## config.mk

```make
export PLATFORM = sky130hd
export DESIGN_NAME = countdown_time_regs_flat
export DESIGN_NICKNAME = d
export VERILOG_FILES = /design/src/rtl/countdown_time_regs_pkg.sv /design/src/rtl/countdown_time_regs_if.sv /design/src/rtl/countdown_time_regs_bcd_wrap_counter.sv /design/src/rtl/countdown_time_regs.sv /design/src/flat_wrapper.sv
export SDC_FILE = /design/constraint.sdc
export NUM_CORES = 1
export LEC_CHECK = 0
export CELL_PAD_IN_SITES_DETAIL_PLACEMENT = 1
export CELL_PAD_IN_SITES_GLOBAL_PLACEMENT = 1
export CORE_MARGIN = 4
export CORE_UTILIZATION = 40
export CTS_BUF_LIST = sky130_fd_sc_hd__clkbuf_4 sky130_fd_sc_hd__clkbuf_8
export CTS_CLUSTER_SIZE = 14
export DETAILED_ROUTE_END_ITERATION = 10
export GPL_TIMING_DRIVEN = 0
export PLACE_DENSITY = 0.74
export SLEW_MARGIN = 0
export SYNTH_ARGS = -nofsm -noshare
export SYNTH_HDL_FRONTEND = slang
export SYNTH_SLANG_ARGS = --single-unit
```

## constraint.sdc

```tcl
create_clock -name clk -period 2.67 [get_ports clk]
set_input_delay 0.267 -clock clk [delete_from_list [all_inputs] [get_ports clk]]
set_output_delay 0.267 -clock clk [all_outputs]
set_load 0.02 [all_outputs]
```

## src/rtl/countdown_time_regs_pkg.sv

```systemverilog
// Shared constants for the countdown time registers: BCD widths, field moduli,
// default prescaler length and the bit positions of each field in time_reading.
package countdown_time_regs_pkg;

  localparam int BCD_W             = 4;
  localparam int SEC_MOD           = 60;
  localparam int MIN_MOD           = 100;
  localparam int DEF_TICKS_PER_SEC = 100_000_000;

  // Bit offsets into time_reading, {m_tens, m_ones, s_tens, s_ones}
  localparam int S_ONES_LSB = 0;
  localparam int S_TENS_LSB = 4;
  localparam int M_ONES_LSB = 8;
  localparam int M_TENS_LSB = 12;
  localparam int SEC_LSB    = S_ONES_LSB;
  localparam int MIN_LSB    = M_ONES_LSB;

endpackage

```

## src/rtl/countdown_time_regs_if.sv

```systemverilog
// Control/display bundle between the countdown FSM and the time registers.
interface countdown_time_regs_if;
  import countdown_time_regs_pkg::*;

  logic                 init_regs;
  logic                 count_enabled;
  logic                 inc;
  logic                 dec;
  logic                 min;
  logic [4*BCD_W-1:0]   time_reading;
  logic                 complete;
  logic                 sec_tick;

  modport master (
    output init_regs, count_enabled, inc, dec, min,
    input  time_reading, complete, sec_tick
  );

  modport slave (
    input  init_regs, count_enabled, inc, dec, min,
    output time_reading, complete, sec_tick
  );
endinterface

```

## src/rtl/countdown_time_regs_bcd_wrap_counter.sv

```systemverilog
// Two-digit BCD up/down counter modulo MOD. Wraps at either end only when
// wrap_en is set; borrow_out flags a decrement requested while at zero.
module countdown_time_regs_bcd_wrap_counter
  import countdown_time_regs_pkg::*;
#(
  parameter int MOD = SEC_MOD
) (
  input  logic               clk,
  input  logic               reset,
  input  logic               clr,
  input  logic               inc,
  input  logic               dec,
  input  logic               wrap_en,
  output logic [2*BCD_W-1:0] value,
  output logic               is_zero,
  output logic               borrow_out
);

  localparam logic [BCD_W-1:0] TOP_TENS = BCD_W'((MOD - 1) / 10);
  localparam logic [BCD_W-1:0] TOP_ONES = BCD_W'((MOD - 1) % 10);

  logic [BCD_W-1:0] tens, ones;
  logic             at_top, up, dn;

  assign up         = inc & ~dec;
  assign dn         = dec & ~inc;
  assign at_top     = (tens == TOP_TENS) && (ones == TOP_ONES);
  assign is_zero    = (tens == '0) && (ones == '0);
  // Raised regardless of wrap_en so the consumer can chain it into the next field
  assign borrow_out = dn & is_zero;
  assign value      = {tens, ones};

  always_ff @(posedge clk) begin
    if (reset || clr) begin
      tens <= '0;
      ones <= '0;
    end else if (up) begin
      if (at_top) begin
        if (wrap_en) begin
          tens <= '0;
          ones <= '0;
        end
      end else if (ones == 4'd9) begin
        tens <= tens + 4'd1;
        ones <= '0;
      end else begin
        ones <= ones + 4'd1;
      end
    end else if (dn) begin
      if (is_zero) begin
        if (wrap_en) begin
          tens <= TOP_TENS;
          ones <= TOP_ONES;
        end
      end else if (ones == '0) begin
        tens <= tens - 4'd1;
        ones <= 4'd9;
      end else begin
        ones <= ones - 4'd1;
      end
    end
  end

endmodule

```

## src/rtl/countdown_time_regs.sv

```systemverilog
// mm:ss time registers with a 1 s prescaler: counts down while enabled,
// accepts per-field edits while paused, and decodes 00:00 as complete.
module countdown_time_regs
  import countdown_time_regs_pkg::*;
#(
  parameter int TICKS_PER_SEC = DEF_TICKS_PER_SEC
) (
  input  logic                 clk,
  input  logic                 reset,
  countdown_time_regs_if.slave bus
);

  localparam int            PW   = (TICKS_PER_SEC > 1) ? $clog2(TICKS_PER_SEC) : 1;
  localparam logic [PW-1:0] TERM = PW'(TICKS_PER_SEC - 1);

  logic [PW-1:0]      presc;
  logic               counting, editing, wrap, tick_q;
  logic [2*BCD_W-1:0] sec_val, min_val;
  logic               sec_zero, min_zero, sec_borrow, min_borrow;
  logic               sec_inc, sec_dec, sec_wrap_en;
  logic               min_inc, min_dec;

  assign counting = ~bus.init_regs & bus.count_enabled;
  assign editing  = ~bus.init_regs & ~bus.count_enabled;
  assign wrap     = counting && (presc == TERM);

  // Prescaler only advances while counting, so a pause keeps the partial second
  always_ff @(posedge clk) begin
    if (reset || bus.init_regs) begin
      presc  <= '0;
      tick_q <= 1'b0;
    end else begin
      tick_q <= wrap;
      if (counting) presc <= wrap ? '0 : presc + 1'b1;
    end
  end

  assign sec_inc = editing & bus.inc & ~bus.min;
  assign sec_dec = (editing & bus.dec & ~bus.min) | wrap;
  assign min_inc = editing & bus.inc & bus.min;
  assign min_dec = (editing & bus.dec & bus.min) | (counting & sec_borrow);
  // At 00:00 the minutes refuse the borrow, and seconds then must not wrap to 59
  assign sec_wrap_en = ~(counting & min_borrow);

  countdown_time_regs_bcd_wrap_counter #(.MOD(SEC_MOD)) u_sec_cnt (
    .clk        (clk),
    .reset      (reset),
    .clr        (bus.init_regs),
    .inc        (sec_inc),
    .dec        (sec_dec),
    .wrap_en    (sec_wrap_en),
    .value      (sec_val),
    .is_zero    (sec_zero),
    .borrow_out (sec_borrow)
  );

  countdown_time_regs_bcd_wrap_counter #(.MOD(MIN_MOD)) u_min_cnt (
    .clk        (clk),
    .reset      (reset),
    .clr        (bus.init_regs),
    .inc        (min_inc),
    .dec        (min_dec),
    .wrap_en    (editing),
    .value      (min_val),
    .is_zero    (min_zero),
    .borrow_out (min_borrow)
  );

  assign bus.time_reading[SEC_LSB +: 2*BCD_W] = sec_val;
  assign bus.time_reading[MIN_LSB +: 2*BCD_W] = min_val;
  assign bus.complete = sec_zero & min_zero;
  assign bus.sec_tick = tick_q;

endmodule

```

## src/flat_wrapper.sv

```systemverilog
// flat-port wrapper written by rule: the top's interface ports become plain ports
module countdown_time_regs_flat import countdown_time_regs_pkg::*;
#(
  parameter int TICKS_PER_SEC = DEF_TICKS_PER_SEC
)
  (clk, reset, bus_init_regs, bus_count_enabled, bus_inc, bus_dec, bus_min, bus_time_reading, bus_complete, bus_sec_tick);
  countdown_time_regs_if bus_i ();
  input  logic clk;
  input  logic reset;
  input wire logic [$bits(bus_i.init_regs)-1:0] bus_init_regs;
  input wire logic [$bits(bus_i.count_enabled)-1:0] bus_count_enabled;
  input wire logic [$bits(bus_i.inc)-1:0] bus_inc;
  input wire logic [$bits(bus_i.dec)-1:0] bus_dec;
  input wire logic [$bits(bus_i.min)-1:0] bus_min;
  output wire logic [$bits(bus_i.time_reading)-1:0] bus_time_reading;
  output wire logic [$bits(bus_i.complete)-1:0] bus_complete;
  output wire logic [$bits(bus_i.sec_tick)-1:0] bus_sec_tick;
  assign bus_i.init_regs = bus_init_regs;
  assign bus_i.count_enabled = bus_count_enabled;
  assign bus_i.inc = bus_inc;
  assign bus_i.dec = bus_dec;
  assign bus_i.min = bus_min;
  assign bus_time_reading = bus_i.time_reading;
  assign bus_complete = bus_i.complete;
  assign bus_sec_tick = bus_i.sec_tick;
  countdown_time_regs #(.TICKS_PER_SEC(TICKS_PER_SEC)) u_core (.clk(clk), .reset(reset), .bus(bus_i));
endmodule
```

### Placement view, run 1

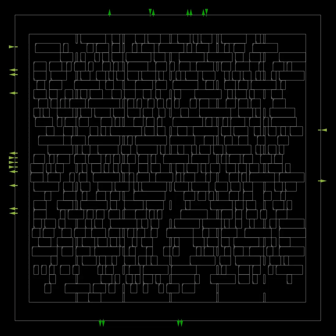
Rows: 29
Core Util, Final: 56.30%
flop count: 44
non-filler instance count after layout: 473

### Sizing map, run 1

Bar = 20 µm.
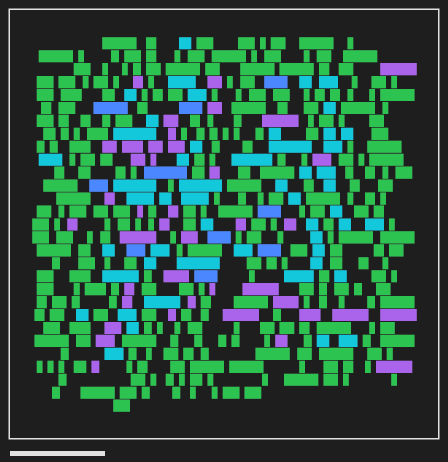
Key: cyan = drive 3 to 4 [cells 51, share 13%]; purple = drive 2 [cells 41, share 10%]; green = drive 1 or less [cells 294, share 74%]; blue = drive 6 and up [cells 10, share 2.5%]
area grow syn2layout: 34.61%
final setup margin: -0.2779 ns
Buffers, non-clock: 70

==> impl_metrics.env, run 1 <==
# physical design summary
export IMPL_drcViolationCount=0
export IMPL_gr_usage_met1_pct=24.41
export IMPL_grt_pass1_vias=2735
export IMPL_io_pins=25
export IMPL_cts_resized=38
export IMPL_failed_checks="setup timing"
export IMPL_setup_ws_ns=-0.2779
export IMPL_nNetsFinal=414
export IMPL_cts_root_buf="clkbuf_8"
export IMPL_grt_start_max_net_pins=14
export IMPL_rrSetupSlack_ns=-0.28
export IMPL_drt_initial_drc_count=60
export IMPL_mux_share_pct=1.537
export IMPL_common_cells="dfxtp_1 (44), nor2_1 (43), nand2_1 (23)"
export IMPL_slew_headroom_pct=58.43
export IMPL_setup_viol=16
export IMPL_status="finished with violations"
export IMPL_die_height_um=89.95
export IMPL_fmax_mhz=339.2
export IMPL_drive_above_1_share_pct=25.76
export IMPL_viasPerCell=5.784
export IMPL_grt_use_met2_pct=33.90
export IMPL_ctsLongestPathBuffers=2
export IMPL_top_area_cell="dfxtp_1"
export IMPL_top_area_share_pct=32.79
export IMPL_synthFlopType="dfxtp_1"
export IMPL_cts_tree="yes"
export IMPL_grt_pass1_wl_um=13050
export IMPL_clk_pin_slew_ns=0.09
export IMPL_warnings=36
export IMPL_setup_tns_ns=-3.020
export IMPL_cp_max_fo=5
export IMPL_vias=2736
export IMPL_place_hpwl_um=5127
export IMPL_startpoint_type="flop"
export IMPL_highest_layer="met4"
export IMPL_busiest_layer="met2"
### Wiring heat map, run 1

The die is cut into 18 by 18 equal tiles; dark blue is low, red is high, scaled to the fullest tile. Values are wire area over tile area, all layers added.
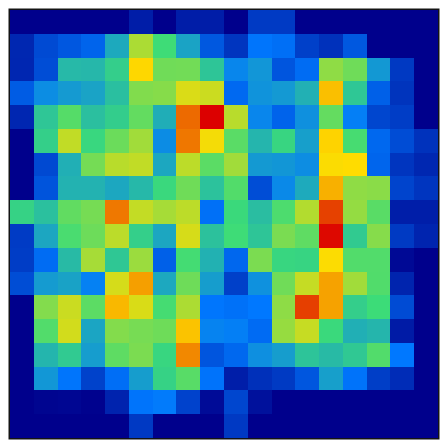
19% of the tiles are nearly empty. 30% of the tiles are over half the peak. The mean over all tiles is 0.15. The fullest tile reaches 0.45.

-- run 1: final timing paths --
kind                               to  depth (start not counted)        startpoint
min reg2reg          u_core.presc[26]                          2  u_core.presc[26]
max          u_core.u_min_cnt.tens[1]                         14  u_core.presc[12]
min                  u_core.presc[26]                          2  u_core.presc[26]
max reg2reg  u_core.u_min_cnt.tens[1]                         14  u_core.presc[12]
-- run 1: power breakdown --
part	leakage [nW]	total, W	internal, W	switching [W]
clock	0.0510	0.000453	0.000207	0.000246
combinational	0.868	0.000179	0.0000808	0.0000981
sequential	0.360	0.000667	0.000660	0.00000730
total	1.28	0.00130	0.000948	0.000352
==> run 1 -> run 2 <==
CORE_MARGIN = default   (was 4)
CORE_UTILIZATION = 42   (was 40)
PLACE_DENSITY = 0.75   (was 0.74)
SYNTH_HIERARCHICAL = 1   (was default)
==> impl_metrics.env, run 2 <==
# physical design summary
export IMPL_cts_tree="yes"
export IMPL_drcViolationCount=0
export IMPL_nNonClkBuffers=82
export IMPL_nNetsFinal=460
export IMPL_seq_power_share_pct=49.2
export IMPL_synthFlopType="dfxtp_1"
export IMPL_vias=3129
export IMPL_viasPerCell=5.816
export IMPL_fmax_mhz=331.1
export IMPL_grt_pass1_wl_um=15070
export IMPL_busiest_layer="met2"
export IMPL_grt_pass1_vias=3075
export IMPL_syn2layout_area_growth_pct=31.79
export IMPL_top_area_cell="dfxtp_1"
export IMPL_pg_comb_w=0.000230
export IMPL_setup_viol=16
export IMPL_place_hpwl_um=6088
export IMPL_cp_max_fo=7
export IMPL_grt_start_max_net_pins=15
export IMPL_io_pins=25
export IMPL_num_rows=31
export IMPL_pg_clk_w=0.000454
export IMPL_status="finished with violations"
export IMPL_grt_use_met2_pct=46.01
export IMPL_slew_headroom_pct=60.68
export IMPL_power_top_group="registers"
export IMPL_common_cells="dfxtp_1 (44), nand2_1 (27), inv_1 (22)"
export IMPL_warnings=39
export IMPL_failed_checks="setup timing"
export IMPL_die_height_um=88.32
export IMPL_setup_tns_ns=-3.769
export IMPL_post_route_util_pct=57.16
export IMPL_startpoint_type="flop"
export IMPL_p_sw_w=0.0003913
export IMPL_ctsLongestPathBuffers=2
export IMPL_mux_share_pct=0.6397
export IMPL_p_comb_share_pct=17.1
export IMPL_setup_ws_ns=-0.3502
export IMPL_drive_above_1_share_pct=33.94
export IMPL_gr_usage_met1_pct=31.14
export IMPL_drt_initial_drc_count=91
export IMPL_seq_cells=44
export IMPL_seq_cell_power_w=0.000664
export IMPL_highest_layer="met4"
export IMPL_fin_cells=538
export IMPL_p_int_w=0.0009570
export IMPL_clk_pin_slew_ns=0.09
==> run 2: netlist changes by cell type after synthesis, sizes merged, moves of 6 or more <==
cell,before,now
inv,14,22
xnor2,11,3
nor2,43,21
nor3,11,19
and2,0,6
nand3,13,20
a211oi,1,18
or4,3,9
clkbuf,18,7
buf,0,12
==> run 2: worst paths after layout <==
check	start	end	slack (ns)	cells past startpoint
worst max register to register	u_core/presc[11]	u_core/u_min_cnt/tens[2]	-0.35	13
worst min register to register	u_core/presc[22]	u_core/presc[22]	0.50	2
worst max-delay path	u_core/presc[11]	u_core/u_min_cnt/tens[2]	-0.35	13
worst min-delay path	bus_count_enabled	u_core/presc[0]	0.19	2
==> run 2: repair_timing <==
action                     4_1_cts  5_1_grt
buffers inserted                31        9
setup endpoints to repair       17       17
pin swaps                       17        6
resized                         42       21
### Sizing map, run 2

Bar = 20 µm.
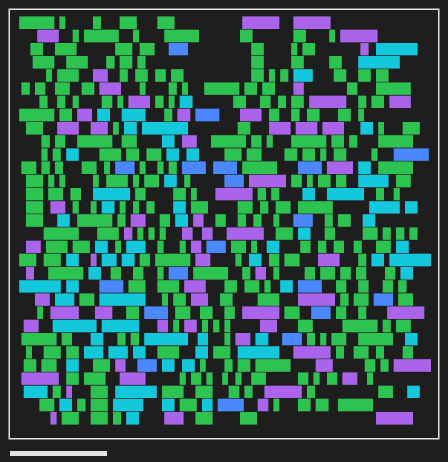
Key: blue = drive 6 and up [cells 19, share 4.3%]; green = drive 1 or less [cells 290, share 66%]; purple = drive 2 [cells 63, share 14%]; cyan = drive 3 to 4 [cells 67, share 15%]

### Clock distribution, run 2

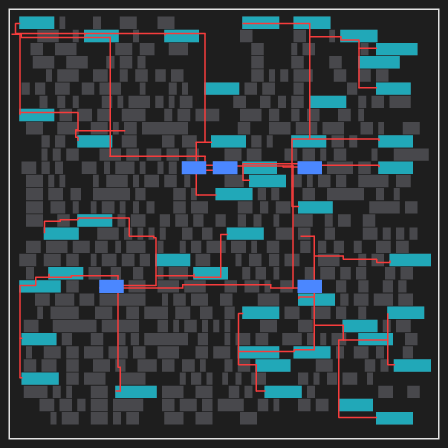
Key: red = clock wires [length 708 µm]; blue = cells driving clock nets [count 5]; cyan = flip-flops [count 44]
Position of the flops: all over the die. There are 6 routed clock nets.
clock skew: 0.01031 ns
clock latency at the later pin of the worst-skew pair: 0.31 ns
Clock Power Share: 33.7%

Power and IR drop assume default switching activity.
